==> images/layer_met1.png <==
Scale bar: 20 µm. Supply wires on this layer in gray.
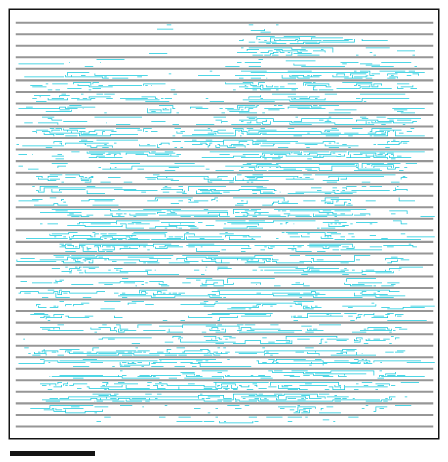
==> images/layer_met2.png <==
Cells faint in the background.
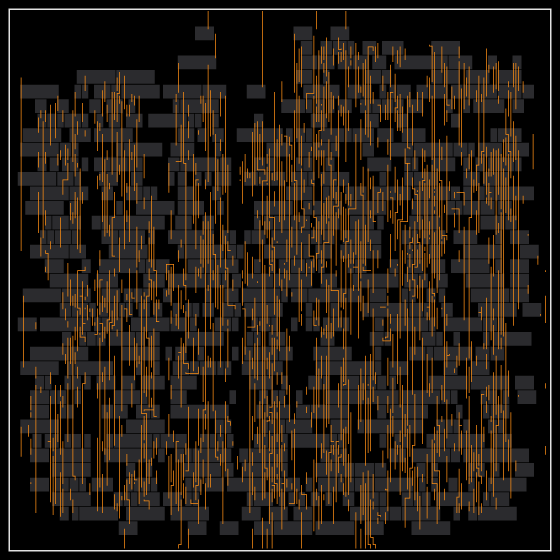
==> images/layer_met3.png <==
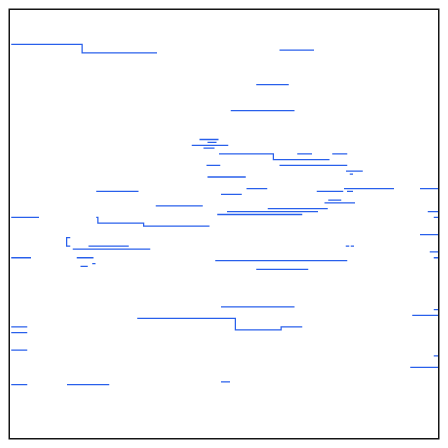
==> images/layer_met4.png <==
Supply wires on this layer in gray.
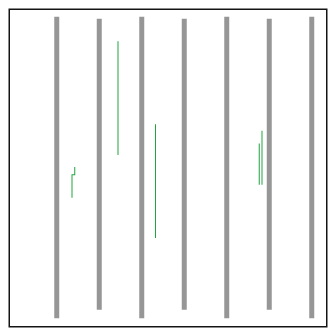
<file path="config.mk">
export PLATFORM = sky130hd
export DESIGN_NAME = pwm_ramp_ctrl
export DESIGN_NICKNAME = d
export VERILOG_FILES = /design/src/rtl/pwm_ramp_ctrl_pkg.sv /design/src/rtl/pwm_cmd_fifo.sv /design/src/rtl/pwm_ramp_ctrl.sv
export SDC_FILE = /design/constraint.sdc
export NUM_CORES = 1
export LEC_CHECK = 0
export CAP_MARGIN = 25
export CORE_UTILIZATION = 51
export DETAILED_ROUTE_END_ITERATION = 10
export GPL_TIMING_DRIVEN = 0
export PLACE_DENSITY_LB_ADDON = 0.15
export SETUP_SLACK_MARGIN = 0.05
export SLEW_MARGIN = 30
export SYNTH_ARGS = -nofsm -noshare
export SYNTH_HDL_FRONTEND = slang
export SYNTH_SLANG_ARGS = --single-unit
</file>
<file path="constraint.sdc">
create_clock -name clk -period 11.7 [get_ports clk]
set_clock_uncertainty 0.05 [all_clocks]
set_input_delay 3.51 -clock clk [delete_from_list [all_inputs] [get_ports clk]]
set_output_delay 3.51 -clock clk [all_outputs]
set_load 0.01 [all_outputs]
</file>
<file path="src/rtl/pwm_ramp_ctrl_pkg.sv">
// Shared definitions for the PWM ramp controller: duty range, command layout, FSM states.
package pwm_ramp_ctrl_pkg;

    localparam int unsigned FRAME_CLKS_DEFAULT = 240000;
    localparam int unsigned DC_W               = 7;
    localparam int unsigned STEP_W             = 4;
    localparam int unsigned HOLD_W             = 8;
    localparam int unsigned CMD_W              = DC_W + STEP_W + HOLD_W;

    localparam logic [DC_W-1:0] DC_MAX_DEFAULT  = 7'd100;
    localparam logic [DC_W-1:0] DC_INIT_DEFAULT = 7'd50;

    typedef enum logic [1:0] {
        ST_IDLE = 2'd0,
        ST_LOAD = 2'd1,
        ST_RAMP = 2'd2,
        ST_HOLD = 2'd3
    } ramp_state_e;

    typedef struct packed {
        logic [DC_W-1:0]   target;
        logic [STEP_W-1:0] step;
        logic [HOLD_W-1:0] hold;
    } ramp_cmd_t;

    function automatic logic [DC_W-1:0] clamp_dc(input logic [DC_W-1:0] v,
                                                 input logic [DC_W-1:0] vmax);
        return (v > vmax) ? vmax : v;
    endfunction

endpackage

</file>
<file path="src/rtl/pwm_cmd_fifo.sv">
// Two-entry synchronous command FIFO with flush; also reports next-cycle emptiness.
module pwm_cmd_fifo
    import pwm_ramp_ctrl_pkg::*;
#(
    parameter int unsigned WIDTH = CMD_W
) (
    input  logic             clk,
    input  logic             rst_n,
    input  logic             flush,
    input  logic             push,
    input  logic [WIDTH-1:0] push_data,
    input  logic             pop,
    output logic [WIDTH-1:0] pop_data,
    output logic             full,
    output logic             empty,
    output logic             empty_nxt
);

    logic [WIDTH-1:0] mem_q [2];
    logic [WIDTH-1:0] mem_d [2];
    logic             wr_q, wr_d;
    logic             rd_q, rd_d;
    logic [1:0]       cnt_q, cnt_d;
    logic             push_s, pop_s;

    assign full      = (cnt_q == 2'd2);
    assign empty     = (cnt_q == 2'd0);
    assign empty_nxt = (cnt_d == 2'd0);
    assign pop_data  = mem_q[rd_q];
    assign push_s    = push && !full;
    assign pop_s     = pop && !empty;

    // Pointer/count update; flush wins over any push or pop in the same cycle.
    always_comb begin
        mem_d = mem_q;
        wr_d  = wr_q;
        rd_d  = rd_q;
        cnt_d = cnt_q;
        if (flush) begin
            wr_d  = 1'b0;
            rd_d  = 1'b0;
            cnt_d = 2'd0;
        end else begin
            if (push_s) begin
                mem_d[wr_q] = push_data;
                wr_d        = ~wr_q;
            end else begin
                wr_d = wr_q;
            end
            if (pop_s) begin
                rd_d = ~rd_q;
            end else begin
                rd_d = rd_q;
            end
            cnt_d = cnt_q + {1'b0, push_s} - {1'b0, pop_s};
        end
    end

    // FIFO state registers.
    always_ff @(posedge clk) begin
        if (!rst_n) begin
            mem_q[0] <= '0;
            mem_q[1] <= '0;
            wr_q     <= 1'b0;
            rd_q     <= 1'b0;
            cnt_q    <= 2'd0;
        end else begin
            mem_q <= mem_d;
            wr_q  <= wr_d;
            rd_q  <= rd_d;
            cnt_q <= cnt_d;
        end
    end

endmodule

</file>
<file path="src/rtl/pwm_ramp_ctrl.sv">
// Servo position sequencer: queues {target, step, hold} commands and slews the pwm_gen
// duty code by at most one step per frame, updating one cycle before the duty latch.
module pwm_ramp_ctrl
    import pwm_ramp_ctrl_pkg::*;
#(
    parameter int unsigned     FRAME_CLKS = FRAME_CLKS_DEFAULT,
    parameter logic [DC_W-1:0] DC_MAX     = DC_MAX_DEFAULT,
    parameter logic [DC_W-1:0] DC_INIT    = DC_INIT_DEFAULT
) (
    input  logic              clk,
    input  logic              rst_n,
    input  logic              cmd_valid,
    output logic              cmd_ready,
    input  logic [DC_W-1:0]   cmd_target,
    input  logic [STEP_W-1:0] cmd_step,
    input  logic [HOLD_W-1:0] cmd_hold,
    input  logic              abort,
    output logic [DC_W-1:0]   dc_out,
    output logic              frame_tick,
    output logic              busy,
    output logic              at_target
);

    localparam int unsigned    CNT_W    = $clog2(FRAME_CLKS);
    localparam logic [CNT_W-1:0] UPD_CNT  = CNT_W'(FRAME_CLKS - 2);
    localparam logic [CNT_W-1:0] LAST_CNT = CNT_W'(FRAME_CLKS - 1);

    logic [CNT_W-1:0]  frame_cnt_q, frame_cnt_d;
    ramp_state_e       state_q, state_d;
    logic [DC_W-1:0]   dc_q, dc_d;
    logic [DC_W-1:0]   tgt_q, tgt_d;
    logic [STEP_W-1:0] step_q, step_d;
    logic [HOLD_W-1:0] hold_cnt_q, hold_cnt_d;
    logic              frame_tick_q, frame_tick_d;
    logic              busy_q, busy_d;
    logic              at_target_q, at_target_d;

    logic              upd_s;
    logic              push_s, pop_s;
    logic              full_s, empty_s, empty_nxt_s;
    logic [CMD_W-1:0]  push_cmd_s;
    ramp_cmd_t         head_s;
    logic signed [7:0] diff_s;
    logic [7:0]        mag_s;

    assign cmd_ready  = !full_s && !abort;
    assign push_s     = cmd_valid && cmd_ready;
    assign pop_s      = (state_q == ST_LOAD) && !abort;
    assign push_cmd_s = {clamp_dc(cmd_target, DC_MAX), cmd_step, cmd_hold};

    assign dc_out     = dc_q;
    assign frame_tick = frame_tick_q;
    assign busy       = busy_q;
    assign at_target  = at_target_q;

    pwm_cmd_fifo #(.WIDTH(CMD_W)) u_fifo (
        .clk       (clk),
        .rst_n     (rst_n),
        .flush     (abort),
        .push      (push_s),
        .push_data (push_cmd_s),
        .pop       (pop_s),
        .pop_data  (head_s),
        .full      (full_s),
        .empty     (empty_s),
        .empty_nxt (empty_nxt_s)
    );

    // Signed distance to target; magnitude fits 8 bits since both operands are 0..127.
    assign diff_s = $signed({1'b0, tgt_q}) - $signed({1'b0, dc_q});
    assign mag_s  = diff_s[7] ? 8'(-diff_s) : 8'(diff_s);

    // Frame timer, FSM next state, ramp arithmetic and status next values.
    always_comb begin
        frame_cnt_d = (frame_cnt_q == LAST_CNT) ? '0 : frame_cnt_q + {{(CNT_W-1){1'b0}}, 1'b1};
        upd_s       = (frame_cnt_q == UPD_CNT);
        state_d     = state_q;
        dc_d        = dc_q;
        tgt_d       = tgt_q;
        step_d      = step_q;
        hold_cnt_d  = hold_cnt_q;
        if (abort) begin
            state_d = ST_IDLE;
            tgt_d   = dc_q;
        end else begin
            case (state_q)
                ST_IDLE: begin
                    if (!empty_s) begin
                        state_d = ST_LOAD;
                    end else begin
                        state_d = ST_IDLE;
                    end
                end
                ST_LOAD: begin
                    tgt_d      = head_s.target;
                    step_d     = head_s.step;
                    hold_cnt_d = head_s.hold;
                    state_d    = ST_RAMP;
                end
                ST_RAMP: begin
                    if (upd_s) begin
                        if ((step_q == 4'd0) || (mag_s <= {4'd0, step_q})) begin
                            dc_d    = tgt_q;
                            state_d = ST_HOLD;
                        end else if (diff_s[7]) begin
                            dc_d = dc_q - {3'd0, step_q};
                        end else begin
                            dc_d = dc_q + {3'd0, step_q};
                        end
                    end else begin
                        dc_d = dc_q;
                    end
                end
                ST_HOLD: begin
                    if (hold_cnt_q == 8'd0) begin
                        state_d = empty_s ? ST_IDLE : ST_LOAD;
                    end else if (upd_s) begin
                        hold_cnt_d = hold_cnt_q - 8'd1;
                    end else begin
                        hold_cnt_d = hold_cnt_q;
                    end
                end
                default: begin
                    state_d = ST_IDLE;
                end
            endcase
        end
        frame_tick_d = upd_s;
        busy_d       = (state_d != ST_IDLE) || !empty_nxt_s;
        at_target_d  = ((state_d == ST_HOLD) || (state_d == ST_IDLE)) && (dc_d == tgt_d);
    end

    // Controller state and registered outputs.
    always_ff @(posedge clk) begin
        if (!rst_n) begin
            frame_cnt_q  <= '0;
            state_q      <= ST_IDLE;
            dc_q         <= DC_INIT;
            tgt_q        <= DC_INIT;
            step_q       <= 4'd0;
            hold_cnt_q   <= 8'd0;
            frame_tick_q <= 1'b0;
            busy_q       <= 1'b0;
            at_target_q  <= 1'b1;
        end else begin
            frame_cnt_q  <= frame_cnt_d;
            state_q      <= state_d;
            dc_q         <= dc_d;
            tgt_q        <= tgt_d;
            step_q       <= step_d;
            hold_cnt_q   <= hold_cnt_d;
            frame_tick_q <= frame_tick_d;
            busy_q       <= busy_d;
            at_target_q  <= at_target_d;
        end
    end

endmodule

</file>
==> flow_summary.json <==
{
  "run_status": "complete, no violations",
  "drtAntennaViolNets": 0,
  "cts_tree": "yes",
  "slowest_delay_ns": 0.59,
  "worst_slew_pin_slew_ns": 0.763,
  "detail_routed_via_count_per_cell": 5.60,
  "hold_end": "u_fifo.mem_q[3]",
  "fillerInstances": 892,
  "slew_viol_final": 0,
  "placed_instance_count": 792,
  "post-route-min-period_ns": 8.43,
  "cts_htree_levels": 3,
  "synthesis.nets": 680,
  "cts.path.max_buffers": 2,
  "row_count": 35,
  "fp-utilization_pct": 53.2,
  "netlist_top_cells_area": "sky130_fd_sc_hd__dfxtp_1 (37%), sky130_fd_sc_hd__nand2_1 (7.7%), sky130_fd_sc_hd__a21oi_1 (7.4%), sky130_fd_sc_hd__ha_1 (6.3%), sky130_fd_sc_hd__nor2_1 (5.1%)",
  "yosys.area.top_type": "sky130_fd_sc_hd__dfxtp_1",
  "source_of_the_worst_hold_timing_path": "u_fifo.mem_q[3]",
  "worst_hold_path_depth": 2,
  "final_layout_top_logic_cell": "sky130_fd_sc_hd__nand2_1",
  "ff2ff_path_depth": 22,
  "max_slew_margin_vs_limit_pct": 49.2,
  "crit_cells": 3,
  "syn-instance-count": 630,
  "synth.yosys.num_cells": 630,
  "max_clock_freq_mhz": 119,
  "die_span_in_x_um": 101,
  "uppermost_signal_routing_layer_after_detailed_routing": "met4",
  "start_kind": "input port",
  "top_area_share_pct": 36.5,
  "final_layout_size_suffix_gt1_share_pct": 4.12,
  "clock_tree.root_cell": "sky130_fd_sc_hd__clkbuf_8",
  "cts_hold_repair.buffers": 0,
  "hold_viol": 0,
  "critical_path.reg2reg.startpoint": "dc_out[1]",
  "enable_flop_cells": 0,
  "critical_path_buf_inv_count": 2,
  "post_synth.cell_area_avg_um2": 7.92,
  "synth.yosys.seq_area_share_pct": 36.5,
  "number_of_antenna_violations_at_the_first_check_in_global_routing": 0,
  "port_buffers": 33,
  "worst_path_cell_trace": "clkdlybuf4s50_1 > a21oi_1 > clkdlybuf4s50_1",
  "met2RoutedLength_mm": 5.94,
  "setup_slack_ns": 3.27,
  "grt_start_max_net_pins": 16,
  "post-cts-setup-buffer-count": 0,
  "regToRegSetupSlack_ns": 6.70,
  "area_growth_syn_to_layout_pct": 13.9,
  "placeableCoreArea_um2": 9370,
  "final-setup-viol-count": 0,
  "crit_fanout": 3,
  "overflow_left_after_global_routing": 0
}
About layer_met1.png:
- nets with wire on the layer: 679
- wire length on this layer: 5,510 µm
met1 usage: 32.3%
overall via count from detail_route: 4,527
final wirelength: 12.1 mm

About layer_met2.png:
- nets with wire on the layer: 615
- main direction: vertical
- longest straight run: 48.6 µm

About layer_met3.png:
- wire length on this layer: 488 µm
- share of all routed wire: 4.1%
GRT met3 Usage: 4.02%

About layer_met4.png:
- nets with wire on the layer: 4
- longest straight run: 36.0 µm
- wire length on this layer: 112 µm
- main direction: vertical

area by class of cell:
| cell class | count | area, µm² | share of cell area, % |
|---|---|---|---|
| Buffer | 30 | 113 | 1.98 |
| Multi-Input combinational cell | 478 | 2940 | 51.7 |
| Inverter | 31 | 116 | 2.05 |
| Clock inverter | 5 | 61.3 | 1.08 |
| Sequential cell | 91 | 1820 | 32.0 |
| Tap cell | 129 | 161 | 2.84 |
| Timing Repair Buffer | 33 | 330 | 5.81 |
| Clock buffer | 11 | 141 | 2.49 |
cells by family (layout without fill, tap and decap cells):
kind of cell / Yosys count / in the layout / synth area share, %
simple gates: 253 / 253 / 23.4
compound gates: 151 / 151 / 19.7
flops: 91 / 91 / 36.5
buf+inv: 61 / 110 / 4.59
xor+xnor: 29 / 29 / 5.09
fa+ha+maj: 27 / 27 / 7.07
mux: 18 / 18 / 3.66
state kept, by name, summed over array words and instances (netlist names):
register / count
dc_out: 7
busy: 1
state_q: 2
u_fifo.rd_q: 1
frame_tick: 1
hold_cnt_q: 8
step_q: 4
u_fifo.wr_q: 1
u_fifo.cnt_q: 2
tgt_q: 7
at_target: 1
u_fifo.mem_q: 38
frame_cnt_q: 18
tightest hold or removal path, delay by kind of cell (launching register included):
family / cells / cell delay, ns
flops: 1 / 0.32
compound gates: 1 / 0.05
simple gates: 1 / 0.05
power by group:
| part | leakage (µW) | total [µW] | internal, µW | switching [µW] |
|---|---|---|---|---|
| registers | 0.000737 | 320 | 316 | 4.36 |
| logic | 0.00124 | 70.3 | 30.1 | 40.2 |
| clock network | 0.000104 | 217 | 106 | 111 |
| total | 0.00209 | 607 | 452 | 155 |
Power is estimated from default activity; no workload was simulated.
